<file path="config.mk">
export PLATFORM = sky130hd
export DESIGN_NAME = uart_fifo_tx
export DESIGN_NICKNAME = d
export VERILOG_FILES = /design/src/rtl/uart_fifo_tx.sv
export SDC_FILE = /design/constraint.sdc
export NUM_CORES = 1
export LEC_CHECK = 0
export ABC_AREA = 1
export CAP_MARGIN = 30
export CORE_AREA = 2 2 60 62
export CTS_BUF_LIST = sky130_fd_sc_hd__clkbuf_8 sky130_fd_sc_hd__clkbuf_16
export CTS_CLUSTER_SIZE = 20
export DETAILED_ROUTE_END_ITERATION = 6
export DIE_AREA = 0 0 62 64
export GPL_TIMING_DRIVEN = 0
export HOLD_SLACK_MARGIN = 0.05
export PLACE_DENSITY = 0.5
export SYNTH_ARGS = -nofsm -noshare
export SYNTH_HDL_FRONTEND = slang
export SYNTH_SLANG_ARGS = --single-unit
</file>
<file path="constraint.sdc">
create_clock -name Clock -period 1.5 [get_ports Clock]
set_clock_uncertainty 0.15 [all_clocks]
set_input_delay 0.225 -clock Clock [delete_from_list [all_inputs] [get_ports Clock]]
set_output_delay 0.225 -clock Clock [all_outputs]
set_load 0.01 [all_outputs]
</file>
<file path="src/rtl/uart_fifo_tx.sv">
// uart_fifo_tx: UART transmitter that drains a first-word-fall-through FIFO.
// Pops one word whenever idle and the FIFO has data, then sends it as
// start bit, DATA_BITS data bits (LSB first) and STOP_BITS stop bits.
// The baud-rate divider is internal; every bit lasts CLKS_PER_BIT clocks.
module uart_fifo_tx #(
   parameter int DATA_BITS    = 8,
   parameter int CLKS_PER_BIT = 16,
   parameter int STOP_BITS    = 1
) (
   input  logic                 Clock,
   input  logic                 ResetN,
   input  logic                 FifoEmpty,
   input  logic [DATA_BITS-1:0] FifoReadData,
   output logic                 FifoRead,
   output logic                 Tx,
   output logic                 TxBusy,
   output logic                 TxDoneTick
);

   // The counter is sized for the longest interval it times, the stop phase.
   localparam int CNT_W = $clog2(STOP_BITS * CLKS_PER_BIT);
   localparam int IDX_W = $clog2(DATA_BITS);

   localparam logic [CNT_W-1:0] BIT_END  = CNT_W'(CLKS_PER_BIT - 1);
   localparam logic [CNT_W-1:0] STOP_END = CNT_W'(STOP_BITS * CLKS_PER_BIT - 1);
   localparam logic [IDX_W-1:0] LAST_IDX = IDX_W'(DATA_BITS - 1);

   // Reject parameter sets the frame logic cannot honour.
   generate
      if (CLKS_PER_BIT < 2 || !(STOP_BITS == 1 || STOP_BITS == 2) ||
          DATA_BITS < 5 || DATA_BITS > 9) begin : g_bad_params
         $error("uart_fifo_tx: illegal parameters (CLKS_PER_BIT>=2, STOP_BITS 1/2, DATA_BITS 5..9)");
      end
   endgenerate

   typedef enum logic [1:0] {
      S_IDLE,
      S_START,
      S_DATA,
      S_STOP
   } state_t;

   state_t               state_q, state_d;
   logic [CNT_W-1:0]     cnt_q, cnt_d;
   logic [IDX_W-1:0]     idx_q, idx_d;
   logic [DATA_BITS-1:0] shift_q, shift_d;
   logic                 tx_q, tx_d;
   logic                 busy_q, busy_d;
   logic                 done_q, done_d;
   logic                 pop;

   // Next-state, datapath and next-output decode; outputs are computed from
   // the next state so that the registered Tx changes on the state edge itself.
   always_comb begin
      // NOTE: every signal written here gets a default first, so no path can
      // leave one unassigned and infer a latch.
      state_d = state_q;
      cnt_d   = cnt_q;
      idx_d   = idx_q;
      shift_d = shift_q;
      pop     = 1'b0;

      case (state_q)
         S_IDLE: begin
            if (!FifoEmpty) begin
               pop     = 1'b1;
               shift_d = FifoReadData;
               cnt_d   = '0;
               idx_d   = '0;
               state_d = S_START;
            end
         end
         S_START: begin
            if (cnt_q == BIT_END) begin
               cnt_d   = '0;
               idx_d   = '0;
               state_d = S_DATA;
            end else begin
               cnt_d = cnt_q + 1'b1;
            end
         end
         S_DATA: begin
            if (cnt_q == BIT_END) begin
               cnt_d   = '0;
               shift_d = shift_q >> 1;
               idx_d   = idx_q + 1'b1;
               if (idx_q == LAST_IDX) begin
                  state_d = S_STOP;
               end
            end else begin
               cnt_d = cnt_q + 1'b1;
            end
         end
         S_STOP: begin
            if (cnt_q == STOP_END) begin
               cnt_d   = '0;
               state_d = S_IDLE;
            end else begin
               cnt_d = cnt_q + 1'b1;
            end
         end
         default: begin
            state_d = S_IDLE;
         end
      endcase

      tx_d = 1'b1;
      case (state_d)
         S_START: tx_d = 1'b0;
         S_DATA:  tx_d = shift_d[0];
         default: tx_d = 1'b1;
      endcase
      busy_d = (state_d != S_IDLE);
      done_d = (state_d == S_STOP) && (cnt_d == STOP_END);
   end

   // A pop is only issued from IDLE, and never while reset is being applied.
   assign FifoRead = pop && ResetN;

   // State and output registers with synchronous active-low reset.
   always_ff @(posedge Clock) begin
      // NOTE: sequential state uses non-blocking assignments so every register
      // samples pre-edge values regardless of statement order.
      if (!ResetN) begin
         state_q <= S_IDLE;
         cnt_q   <= '0;
         idx_q   <= '0;
         shift_q <= '0;
         tx_q    <= 1'b1;
         busy_q  <= 1'b0;
         done_q  <= 1'b0;
      end else begin
         state_q <= state_d;
         cnt_q   <= cnt_d;
         idx_q   <= idx_d;
         shift_q <= shift_d;
         tx_q    <= tx_d;
         busy_q  <= busy_d;
         done_q  <= done_d;
      end
   end

   assign Tx         = tx_q;
   assign TxBusy     = busy_q;
   assign TxDoneTick = done_q;

endmodule

</file>
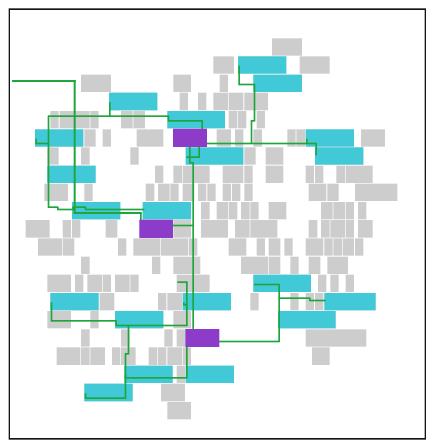
*Routed clock nets over the placement, run 1*
[green] clock wires | length: 277 um
[cyan] flip-flops | count: 20
[purple] clock-net drivers | count: 3
flops lie: all over the die
clk pwr: 413 uW
clk latency late pin: 0.26 ns
Clk pwr share: 36.2%

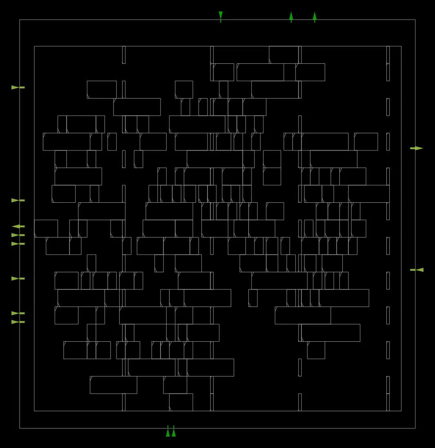
*Placement view, run 1*
flip-flops: 20
flop share of the area: 30.6%
row cnt: 21

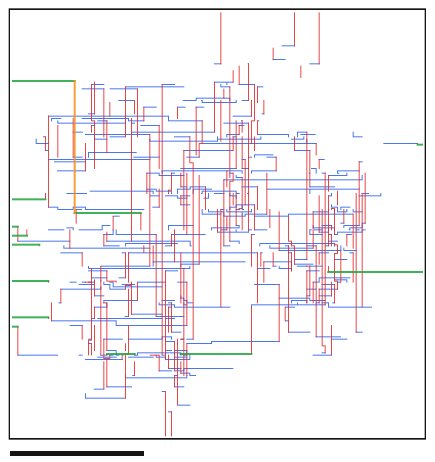
*Wiring by layer, run 1*
The bar under the picture is 20 um long.
[blue] M1 | wire length: 987 um
[red] M2 | wire length: 988 um
[orange] M4 | wire length: 19.7 um
[green] M3 | wire length: 71.2 um
drt wl/cell: 9.83 um
GRT Util Overall: 11.8%
final WL: 2.07 mm

==> results_dict.tcl, run 1 <==
# implementation run metrics
set metrics [dict create \
    status "finished clean" \
    intPower_uw 862 \
    p_total_mw 1.14 \
    final-setup-viol-count 0 \
    dr_wl_met3_um 71 \
    async_flop_share_pct 0 \
    grt.busiest_layer "met2" \
    ctsHoldBuffers 0 \
    power.density_nw_per_um2 837 \
    r2r_end "Tx$_SDFF_PN1_" \
    synth.cellmix.adderShare_pct 3.92 \
    port_buffers 14 \
    die_w_um 62 \
    top_cell_area_share_pct 41.8 \
    dpl_cell_area_um2 1150 \
    drt_iter0_drc 31 \
    largest_area_cell "dfxtp_1" \
    hold_end "cnt_q[1]$_SDFF_PN0_" \
    ys_seq_share_pct 41.8 \
    powerComb_uw 154 \
    crit_path_max_incr_delay_ns 0.52 \
    tool_warnings 27 \
    netlist_area_um2 957 \
    final_util_pct 41.4 \
    ys_chip_area_um2 957 \
    crit_path_end_kind "primary output" \
    detail-route-antenna-nets 0 \
    top_logic_kind "simple AND/OR/NAND/NOR gates" \
    via_count 901 \
]
-- run 1: flip-flops by register name, summed over array words and instances, names as in the netlist --
register,cells
shift_q,8
state_q,2
Tx,1
cnt_q,4
TxDoneTick,1
idx_q,3
TxBusy,1
-- run 1: cell usage in the layout (no fill, tap or decap), types with 4 or more instances in the layout --
cell,instances
nand3_1,7
buf_4,10
nand2_2,6
a31oi_1,6
nand2_1,46
nor2_1,9
dfxtp_1,15
a21oi_1,5
inv_1,15
o21ai_0,4
dfxtp_4,4
clkbuf_8,4
clkdlybuf4s50_1,9
nor2_4,5
-- run 1: layout make-up --
cell class                 count  area [um^2]
buffer                         2         15.0
fill                         366         1920
multi-input combinational     97          533
tap                           46         57.6
clock buffer                   4         55.1
inverter                      16         60.1
timing repair buffer          25          224
sequential                    20          417
### I/O pins on the die edge, run 1

Pins as bars across the die edge, other pins in gray.
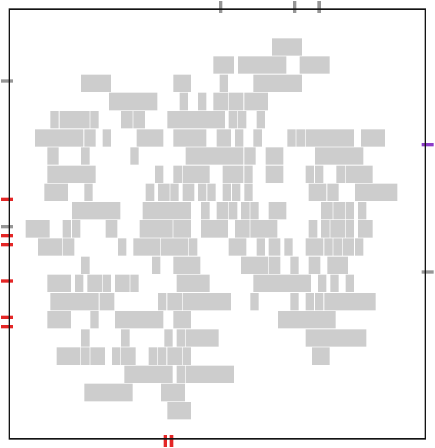

## Run 2: what changed since run 1
REMOVE_ABC_BUFFERS = 1   (was not set)
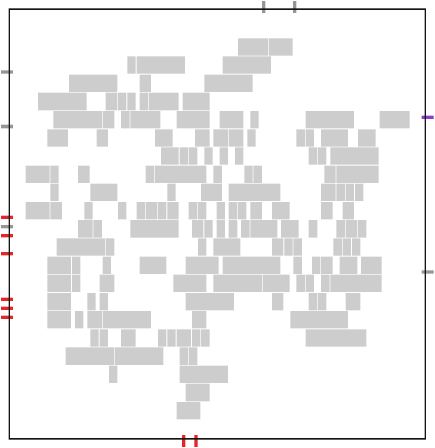
*I/O pins on the die edge, run 2*
Pins as bars across the die edge, other pins in gray.
[purple] TxDoneTick | pins: 1 | direction: output | edge: right
[red] FifoReadData | pins: 8 | direction: input | edge: 6 left, 2 bottom

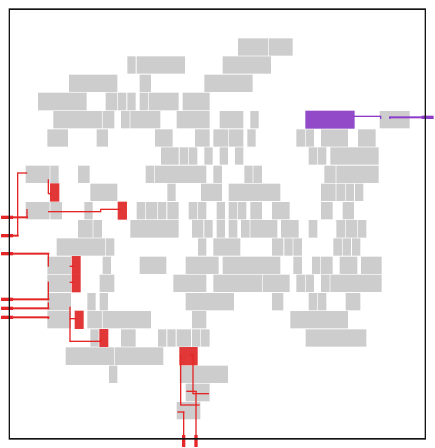
*I/O nets highlighted, run 2*
[purple] TxDoneTick | bits: 1 | direction: output | edge: right | end cells: 1 | buffers: 1 | wire: 9.40 um
[red] FifoReadData | bits: 8 | direction: input | edge: 6 left, 2 bottom | end cells: 8 | buffers: 8 | wire: 98.0 um

==> run 2 against run 1 <==
Die size unchanged. Area after synthesis unchanged. Utilization decreased by 1.9 points. Maximum frequency hardly changed. First-iteration DRC count is 74% higher. Cell count down 3.8%. Global-route usage grew 0.14 points. Critical path type is now reg -> reg. Routed wire length increased by 0.73%. Hold slack better by 0.018 ns.
==> results_dict.tcl, run 2 <==
# implementation run metrics
set metrics [dict create \
    crit_path_end_kind "flop" \
    hold_end "state_q[0]$_SDFF_PN0_" \
    grt.total_usage_pct 12.0 \
    ys_seq_share_pct 41.8 \
    p_total_mw 1.07 \
    power.density_nw_per_um2 828 \
    dr_wl_met3_um 96 \
    largest_register_ffs 8 \
    status "finished clean" \
    netlist_area_um2 957 \
    lay_top_count "nand2_1" \
    tool_warnings 26 \
    detail_route.wl_per_cell_um 10.3 \
    dpl_cell_area_um2 1140 \
    synth.cellmix.adderShare_pct 3.92 \
    wirelength_mm 2.08 \
    final-setup-viol-count 0 \
    ctsHoldBuffers 0 \
    top_register "shift_q" \
    top_logic_kind "simple AND/OR/NAND/NOR gates" \
    largest_area_cell "dfxtp_1" \
]
==> run 2: power by group <==
| group | switching, mW | internal [mW] |
|---|---|---|
| combinational | 0.0786 | 0.0729 |
| sequential | 0.0184 | 0.556 |
| clock | 0.170 | 0.179 |
| total | 0.267 | 0.808 |
==> run 2: cell type report <==
| class | count | area (um^2) | area share (%) |
|---|---|---|---|
| clock buffer | 3 | 41.3 | 3.18 |
| inverter | 16 | 63.8 | 4.92 |
| multi-input combinational | 97 | 528 | 40.7 |
| sequential | 20 | 412 | 31.7 |
| tap | 46 | 57.6 | 4.44 |
| timing repair buffer | 20 | 195 | 15.0 |
==> run 2: cells by family after synthesis <==
group           after synthesis
simple gates                 78
flops                        20
buf+inv                      18
compound gates               16
fa+ha+maj                     3
### Routed clock nets over the placement, run 2

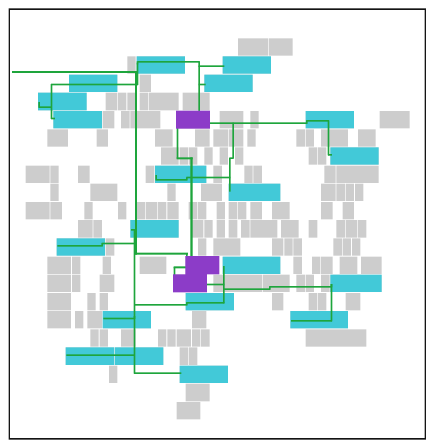

## Run 3: what changed since run 2
ABC_AREA = not set   (was 1)
CORE_AREA = 2 2 59 61   (was 2 2 60 62)
DIE_AREA = 0 0 61 63   (was 0 0 62 64)
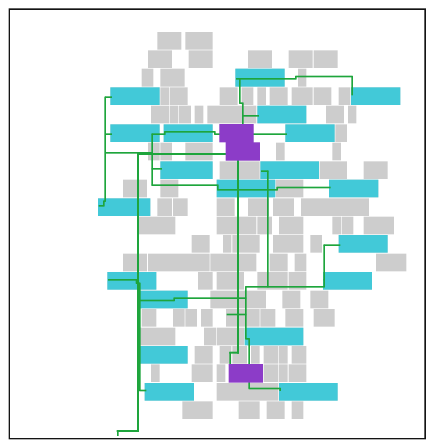
*Routed clock nets over the placement, run 3*
[green] clock wires | length: 315 um
[purple] clock-net drivers | count: 3
[cyan] flip-flops | count: 20
routed clock nets: 4

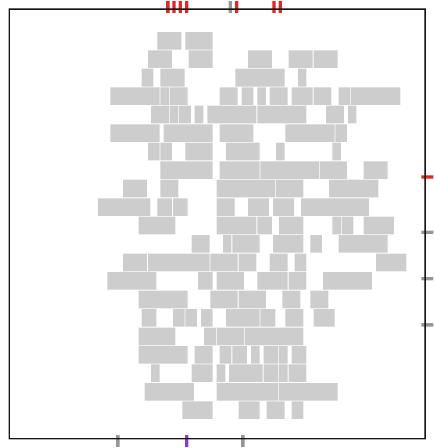
*I/O pins on the die edge, run 3*
Pins as bars across the die edge, other pins in gray.
[red] FifoReadData | pins: 8 | direction: input | edge: 7 top, 1 right
[purple] TxDoneTick | pins: 1 | direction: output | edge: bottom

==> run 3 against run 2 <==
The run now ends with setup timing left. Maximum frequency decreased by 8.7%. Die size down 3.2%. Area after synthesis is 3.0% lower. Largest cell class unchanged. Clock power rose by 21%. Utilization grew 2.7 points. Highest routed layer unchanged.
==> results_dict.tcl, run 3 <==
# implementation run metrics
set metrics [dict create \
    pwr-share-seq_pct 49.2 \
    clk_latency_ns 0.26 \
    power.switching_uw 275 \
    p_total_mw 1.14 \
    clkbuf_count 4 \
    async_flop_share_pct 0 \
    ys_seq_share_pct 43.1 \
    top_register "shift_q" \
    final.setup.worst_slack_ns -0.103 \
    reg_top3 "shift_q (8), cnt_q (4), idx_q (3)" \
    layout_top_cells "14 x dfxtp_1, 8 x nand2_1, 8 x a21oi_1, 8 x clkdlybuf4s50_1" \
    detail-route-antenna-nets 0 \
    flop_area_um2 418 \
    violations "setup timing" \
    synth.cellmix.adderShare_pct 4.04 \
    n_all_inverters 1 \
    tool_warnings 27 \
    nFillCells 326 \
    pg_clk_uw 422 \
    die_w_um 61 \
    dpl_cell_area_um2 1090 \
    switching_share_pct 24.2 \
    comb_area_share_pct 42.0 \
    largest_area_cell "dfxtp_1" \
    top_logic_kind "AND-OR/OR-AND gates" \
    grt.busiest_layer "met2" \
    num-multi-input-gates 73 \
    std_cell_rows 21 \
    final-setup-viol-count 4 \
    buf_share_pct 18.5 \
    intPower_uw 864 \
    wirelength_mm 2.20 \
    p_clk_share_pct 37.0 \
    powerComb_uw 156 \
    largest_register_ffs 8 \
    dr_wl_met3_um 47 \
    power.density_nw_per_um2 836 \
    seq_area_share_pct 30.7 \
    flops 20 \
    drt_iter0_drc 28 \
    status "finished, violations left" \
    via_count 815 \
    ctsHoldBuffers 0 \
    grt.total_usage_pct 13.5 \
]
==> run 3: netlist changes by cell type in the layout (fill, tap and decap cells not counted), sizes merged, moves of 4 or more <==
cell,before,now
a31oi,6,2
buf,7,12
nand3,9,2
nand2,54,9
nor2,14,9
a21oi,5,10
inv,15,0
a22oi,0,6
==> run 3: path summary, 6_finish.rpt <==
| kind | end | slack, ns | cells after the start |
|---|---|---|---|
| max | FifoRead | -0.10 | 3 |
| min | Tx$_SDFF_PN1_ | 0.30 | 2 |
| min reg2reg | idx_q[0]$_SDFFE_PN0P_ | 0.30 | 1 |
| max reg2reg | Tx$_SDFF_PN1_ | -0.07 | 5 |
==> run 3: critical path, stage by stage (launching register included) <==
cell	delay, ns
dfxtp_4	0.36
or3_4	0.41
nor2_4	0.10
buf_6	0.10
Power figures rest on the tool's default switching activity, not on a simulated workload.
